$ cat src/rtl/dp_controller.sv
// Instruction sequencer for the 16x16 register-file/ALU datapath; optional illegal-class trap under CTRL_ILLEGAL_TRAP_EN.
// Latency: one FETCH cycle plus one EXEC cycle per instruction; LOAD/STORE add wait cycles until their handshake completes.
// Backpressure: instr_ready only in FETCH (single instruction in flight, no skid); WAIT_IN/WAIT_OUT stall indefinitely on in_valid/out_ready.
module dp_controller #(
  parameter int DATA_W  = 16,
  parameter int REG_AW  = 4,
  parameter int OP_W    = 4,
  parameter int INSTR_W = 4 + OP_W + 3 * REG_AW
) (
  input  logic               clk,
  input  logic               rst_n,
  input  logic [INSTR_W-1:0] instr_in,
  input  logic               instr_valid,
  output logic               instr_ready,
  input  logic               z,
  output logic [REG_AW-1:0]  a_sel,
  output logic [REG_AW-1:0]  b_sel,
  output logic [OP_W-1:0]    op_sel,
  output logic [REG_AW-1:0]  dest_sel,
  output logic [DATA_W-1:0]  const_out,
  output logic               const_sel,
  output logic               data_sel,
  output logic               load_en,
  input  logic               in_valid,
  output logic               in_ready,
  output logic               out_valid,
  input  logic               out_ready,
  output logic               halted,
  output logic               err
);

  typedef enum logic [2:0] {
    S_FETCH,
    S_EXEC,
    S_WAIT_IN,
    S_WAIT_OUT,
    S_HALTED
  } state_t;

  localparam logic [3:0] CLS_NOP   = 4'd0;
  localparam logic [3:0] CLS_ALURR = 4'd1;
  localparam logic [3:0] CLS_ALURI = 4'd2;
  localparam logic [3:0] CLS_LOAD  = 4'd3;
  localparam logic [3:0] CLS_STORE = 4'd4;
  localparam logic [3:0] CLS_SKIPZ = 4'd5;
  localparam logic [3:0] CLS_HALT  = 4'd6;

  state_t             state, state_nxt;
  logic [INSTR_W-1:0] ir;
  logic               skip, skip_nxt;

  // Instruction fields: {cls, op, dst, ra, rb}
  logic [3:0]        cls;
  logic [OP_W-1:0]   op;
  logic [REG_AW-1:0] dst, ra, rb;

  assign cls = ir[INSTR_W-1 -: 4];
  assign op  = ir[3*REG_AW +: OP_W];
  assign dst = ir[2*REG_AW +: REG_AW];
  assign ra  = ir[REG_AW +: REG_AW];
  assign rb  = ir[0 +: REG_AW];

`ifdef CTRL_ILLEGAL_TRAP_EN
  logic err_q, err_nxt;
  assign err = err_q & rst_n;
`else
  assign err = 1'b0;
`endif

  // State, instruction register and skip flag; ir only changes on an accepted instruction
  always_ff @(posedge clk) begin
    if (!rst_n) begin
      state <= S_FETCH;
      ir    <= '0;
      skip  <= 1'b0;
`ifdef CTRL_ILLEGAL_TRAP_EN
      err_q <= 1'b0;
`endif
    end else begin
      state <= state_nxt;
      skip  <= skip_nxt;
`ifdef CTRL_ILLEGAL_TRAP_EN
      err_q <= err_nxt;
`endif
      if (state == S_FETCH && instr_valid) begin
        ir <= instr_in;
      end
    end
  end

  // Next-state and datapath control decode from {state, ir}; everything forced inactive while in reset
  always_comb begin
    state_nxt   = state;
    skip_nxt    = skip;
`ifdef CTRL_ILLEGAL_TRAP_EN
    err_nxt     = err_q;
`endif
    instr_ready = 1'b0;
    a_sel       = ra;
    b_sel       = rb;
    op_sel      = op;
    dest_sel    = dst;
    const_out   = {{(DATA_W-REG_AW){1'b0}}, rb};
    const_sel   = 1'b0;
    data_sel    = 1'b0;
    load_en     = 1'b0;
    in_ready    = 1'b0;
    out_valid   = 1'b0;
    halted      = 1'b0;

    case (state)
      S_FETCH: begin
        instr_ready = 1'b1;
        if (instr_valid) begin
          state_nxt = S_EXEC;
        end
      end
      S_EXEC: begin
        state_nxt = S_FETCH;
        if (skip) begin
          // Skipped instruction runs as NOP whatever its class, and does not re-arm skip
          skip_nxt = 1'b0;
        end else begin
          case (cls)
            CLS_NOP:   ;
            CLS_ALURR: load_en = 1'b1;
            CLS_ALURI: begin
              const_sel = 1'b1;
              load_en   = 1'b1;
            end
            CLS_LOAD:  state_nxt = S_WAIT_IN;
            CLS_STORE: state_nxt = S_WAIT_OUT;
            CLS_SKIPZ: skip_nxt = z;
            CLS_HALT:  state_nxt = S_HALTED;
            default: begin
`ifdef CTRL_ILLEGAL_TRAP_EN
              state_nxt = S_HALTED;
              err_nxt   = 1'b1;
`endif
            end
          endcase
        end
      end
      S_WAIT_IN: begin
        data_sel = 1'b1;
        in_ready = 1'b1;
        load_en  = in_valid;
        if (in_valid) begin
          state_nxt = S_FETCH;
        end
      end
      S_WAIT_OUT: begin
        out_valid = 1'b1;
        if (out_ready) begin
          state_nxt = S_FETCH;
        end
      end
      S_HALTED: halted = 1'b1;
      default:  state_nxt = S_FETCH;
    endcase

    if (!rst_n) begin
      instr_ready = 1'b0;
      a_sel       = '0;
      b_sel       = '0;
      op_sel      = '0;
      dest_sel    = '0;
      const_out   = '0;
      const_sel   = 1'b0;
      data_sel    = 1'b0;
      load_en     = 1'b0;
      in_ready    = 1'b0;
      out_valid   = 1'b0;
      halted      = 1'b0;
    end
  end

endmodule

$ cat config.mk
export PLATFORM = sky130hd
export DESIGN_NAME = dp_controller
export DESIGN_NICKNAME = d
export VERILOG_FILES = /design/src/rtl/dp_controller.sv
export SDC_FILE = /design/constraint.sdc
export NUM_CORES = 1
export LEC_CHECK = 0
export ABC_CLOCK_PERIOD_IN_PS = 3400
export CAP_MARGIN = 20
export CORE_ASPECT_RATIO = 1.25
export CORE_MARGIN = 2
export CORE_UTILIZATION = 43
export DETAILED_ROUTE_END_ITERATION = 7
export HOLD_SLACK_MARGIN = 0.1
export PLACE_DENSITY = 0.85
export SLEW_MARGIN = 10
export SYNTH_ARGS = -nofsm -noshare
export SYNTH_HDL_FRONTEND = slang
export SYNTH_SLANG_ARGS = --single-unit
$ cat constraint.sdc
create_clock -name clk -period 3.4 [get_ports clk]
set_input_delay 0.68 -clock clk [delete_from_list [all_inputs] [get_ports clk]]
set_output_delay 0.68 -clock clk [all_outputs]
set_load 0.005 [all_outputs]
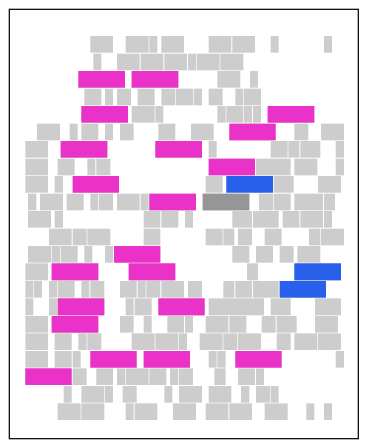
(images/registers.png)
[magenta] ir | placed flops: 20
[blue] state | placed flops: 3
not colored: 1
Core Util, Final: 0.6103
seq pwr: 0.000315 W
flop share of the area: 0.2648
Reg area: 480.5 um^2

==> results.sh <==
# flow metrics
export IMPL_status="completed"
export IMPL_cp_cell_sequence="clkdlybuf4s50_1 -> nand2b_1 -> or4_4 -> nor4b_2 -> clkdlybuf4s50_1"
export IMPL_htree_levels=1
export IMPL_dpl_worst_slack_ps=194.7
export IMPL_p_leak_nw=0.6834
export IMPL_peakVddDrop_v=0.0001865
export IMPL_hold_buffers=0
export IMPL_crit_cells=5
export IMPL_setup_viol=0
export IMPL_aoi_share=0.1729
export IMPL_rr_worst_depth=3
export IMPL_worstPathArrival_ps=2530
export IMPL_top_cells_by_area="dfxtp_1 36%, a21boi_1 12%, nand2_1 11%"
export IMPL_ios=66
export IMPL_yosys_stat_area_um2=1346
export IMPL_powerDensity_nw_per_um2=311.1
export IMPL_cts_root_buffer="clkbuf_4"
export IMPL_dp_hpwl_um=1907
export IMPL_grt_pass1_wl_um=4098
export IMPL_xor_share=0.006506
export IMPL_hold_depth=2
export IMPL_fmax_mhz=311.7
export IMPL_clockBufferDepth=2
export IMPL_synth_flops=24
export IMPL_cts_resized_gates=0
export IMPL_finalSetupTns_ps=0
export IMPL_layout_setup_ws_ps=191.8
export IMPL_fp_util=0.4529
export IMPL_yosysTopAreaCellShare=0.3569
export IMPL_fin_crit_sh=0.9436
export IMPL_maxCapViolations=0
export IMPL_die_w_um=54.05
export IMPL_yosysWarningCount=0
export IMPL_drtIter0Drc=14
export IMPL_hp_class="flip-flop to flip-flop"
export IMPL_wl_um=2674
export IMPL_num_antenna_cells=0
export IMPL_endpoint="const_sel"
export IMPL_flop_cell="dfxtp_1"
export IMPL_logic_family="simple AND/OR/NAND/NOR gates"
export IMPL_gp_congestion=0.7333
export IMPL_startpoint_type="primary input"
export IMPL_hold_start="ir[4]"
export IMPL_netlist_instances=167
export IMPL_grt_setup_unrepaired="false"
export IMPL_clock_latency_ps=300
export IMPL_ys_top_cells_by_count="41 x nand2_1, 24 x dfxtp_1, 21 x a21boi_1"
export IMPL_finalMaxSlewViolations=0
export IMPL_ys_sh_adder=0
export IMPL_reg2reg_from="state[2]"
export IMPL_synthArstFlopShare=0
export IMPL_cp_startpoint="rst_n"
export IMPL_end_kind="output pin"
export IMPL_cpMostUsedCell="clkdlybuf4s50_1"
export IMPL_yosys_stat_cells=167
export IMPL_critical_path_class="primary input to output pin"
export IMPL_ys_sh_simple=0.3123
export IMPL_nets=234
export IMPL_muxShareOfSynthArea=0.008364
export IMPL_relSlewSlack=0.5681
export IMPL_syn_to_final_growth_pct=34.76
export IMPL_fin_skew_ps=7.711
export IMPL_drc=0
export IMPL_logic_area_um2=730.7
export IMPL_critPathSlowestCell="clkdlybuf4s50_1"
export IMPL_cts_tree="built"
export IMPL_grt_max_degree=41
export IMPL_firstDrtPassIters=3
export IMPL_required_ps=2720
export IMPL_yosysUniqueCellTypes=31
export IMPL_ant_nets=0
export IMPL_synth_most_common_cell="nand2_1"
export IMPL_grt_pass1_vias=945
export IMPL_worst_pin_slew_ps=647.9
export IMPL_numCtsBuffers=3
export IMPL_openroad_warnings=26
export IMPL_postSynthAreaPerCell_um2=8.062
export IMPL_path_buffers=2
export IMPL_grt_overflow_total=0
export IMPL_die_area_um2=3597
export IMPL_largest_area_cell="dfxtp_1"
export IMPL_antenna_found_initial=0
export IMPL_clock_sink_count=24
export IMPL_die_size_y_um=66.56
export IMPL_finalHoldViolations=0
export IMPL_timing_rr_end="ir[18]"
export IMPL_design_core_area_um2=2973
export IMPL_via_count=1131
export IMPL_synth_edff_count=0
export IMPL_row_count=22
export IMPL_period_needed_ps=3208
export IMPL_fillers=273
export IMPL_synth_seq_share=0.3569
export IMPL_clk_pin_slew_ps=110
export IMPL_rrSetupSlack_ps=1690
export IMPL_cts_setup_buffers=0
export IMPL_crit_fanout=4
export IMPL_netlist_area_um2=1346
export IMPL_io_buffers=52
export IMPL_hold_end="ir[4]"
export IMPL_routed_via_density=4.674
export IMPL_cpPeakStageDelay_ps=530
export IMPL_crit_family="buffers and inverters"
export IMPL_drive_gt1_frac=0.04369
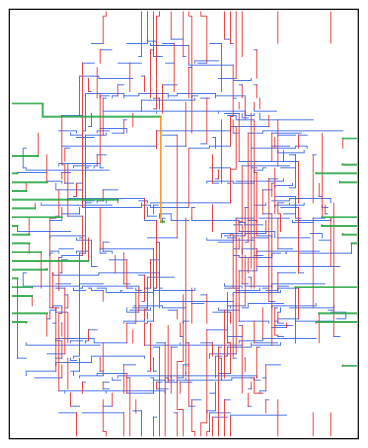
(images/metal_stack.png)
[green] met3 | wire length: 155 um
[orange] met4 | wire length: 16.3 um
[red] met2 | wire length: 1340 um
[blue] met1 | wire length: 1160 um
GR Util All Layers: 0.1520
Routed WL per cell: 11.05 um

-- power breakdown --
| group | internal (W) | switching (W) | total (W) |
|---|---|---|---|
| Clock | 0.0000412 | 0.0000765 | 0.000118 |
| Combinational | 0.0000776 | 0.0000536 | 0.000131 |
| Sequential | 0.000299 | 0.0000162 | 0.000315 |
| Total | 0.000418 | 0.000146 | 0.000564 |
-- through the flow --
step	util	cell area (um^2)	power, W	cells	hold WS, ps
2_1_floorplan	-	1391	0.0004023	179	430.5
3_3_place_gp	0.6027	1792	0.0004529	239	436.2
3_5_place_dp	0.6027	1792	0.0004540	239	442.2
4_1_cts	0.6103	1814	0.0005745	242	459.8
5_1_grt	0.6103	1814	0.0006005	242	478.1
6_report	0.6103	1814	0.0005644	242	456.2
-- state kept, by name (all words and copies together), names as in the netlist --
register,cells
ir,20
skip,1
state,3
-- area by class of cell --
cell class	instances	area share
Clock buffer	3	0.01241
Tap cell	36	0.02483
Multi-Input combinational cell	125	0.4028
Timing Repair Buffer	54	0.2952
Sequential cell	24	0.2648
-- metal layers --
layer | track usage | wire [um] | vias to the layer above
met1 | 0.1882 | 1157 | 502
met2 | 0.2591 | 1344 | 31
met3 | 0.02915 | 155 | 2
li1 | - | - | 596
met5 | 0 | 0 | -
met4 | 0.04688 | 16 | 0
-- cell usage in the layout (no fill, tap or decap), types with 2 or more instances in the layout --
| cell | instances |
|---|---|
| dfxtp_1 | 24 |
| nor3b_1 | 3 |
| nor2_1 | 2 |
| clkbuf_4 | 3 |
| a21boi_1 | 21 |
| nand2_1 | 41 |
| clkdlybuf4s50_1 | 52 |
| conb_1 | 13 |
| and2_1 | 17 |
| nor2b_1 | 2 |
| buf_4 | 2 |
| nor3_1 | 4 |
| nand2b_1 | 3 |
Power and IR drop assume default switching activity.
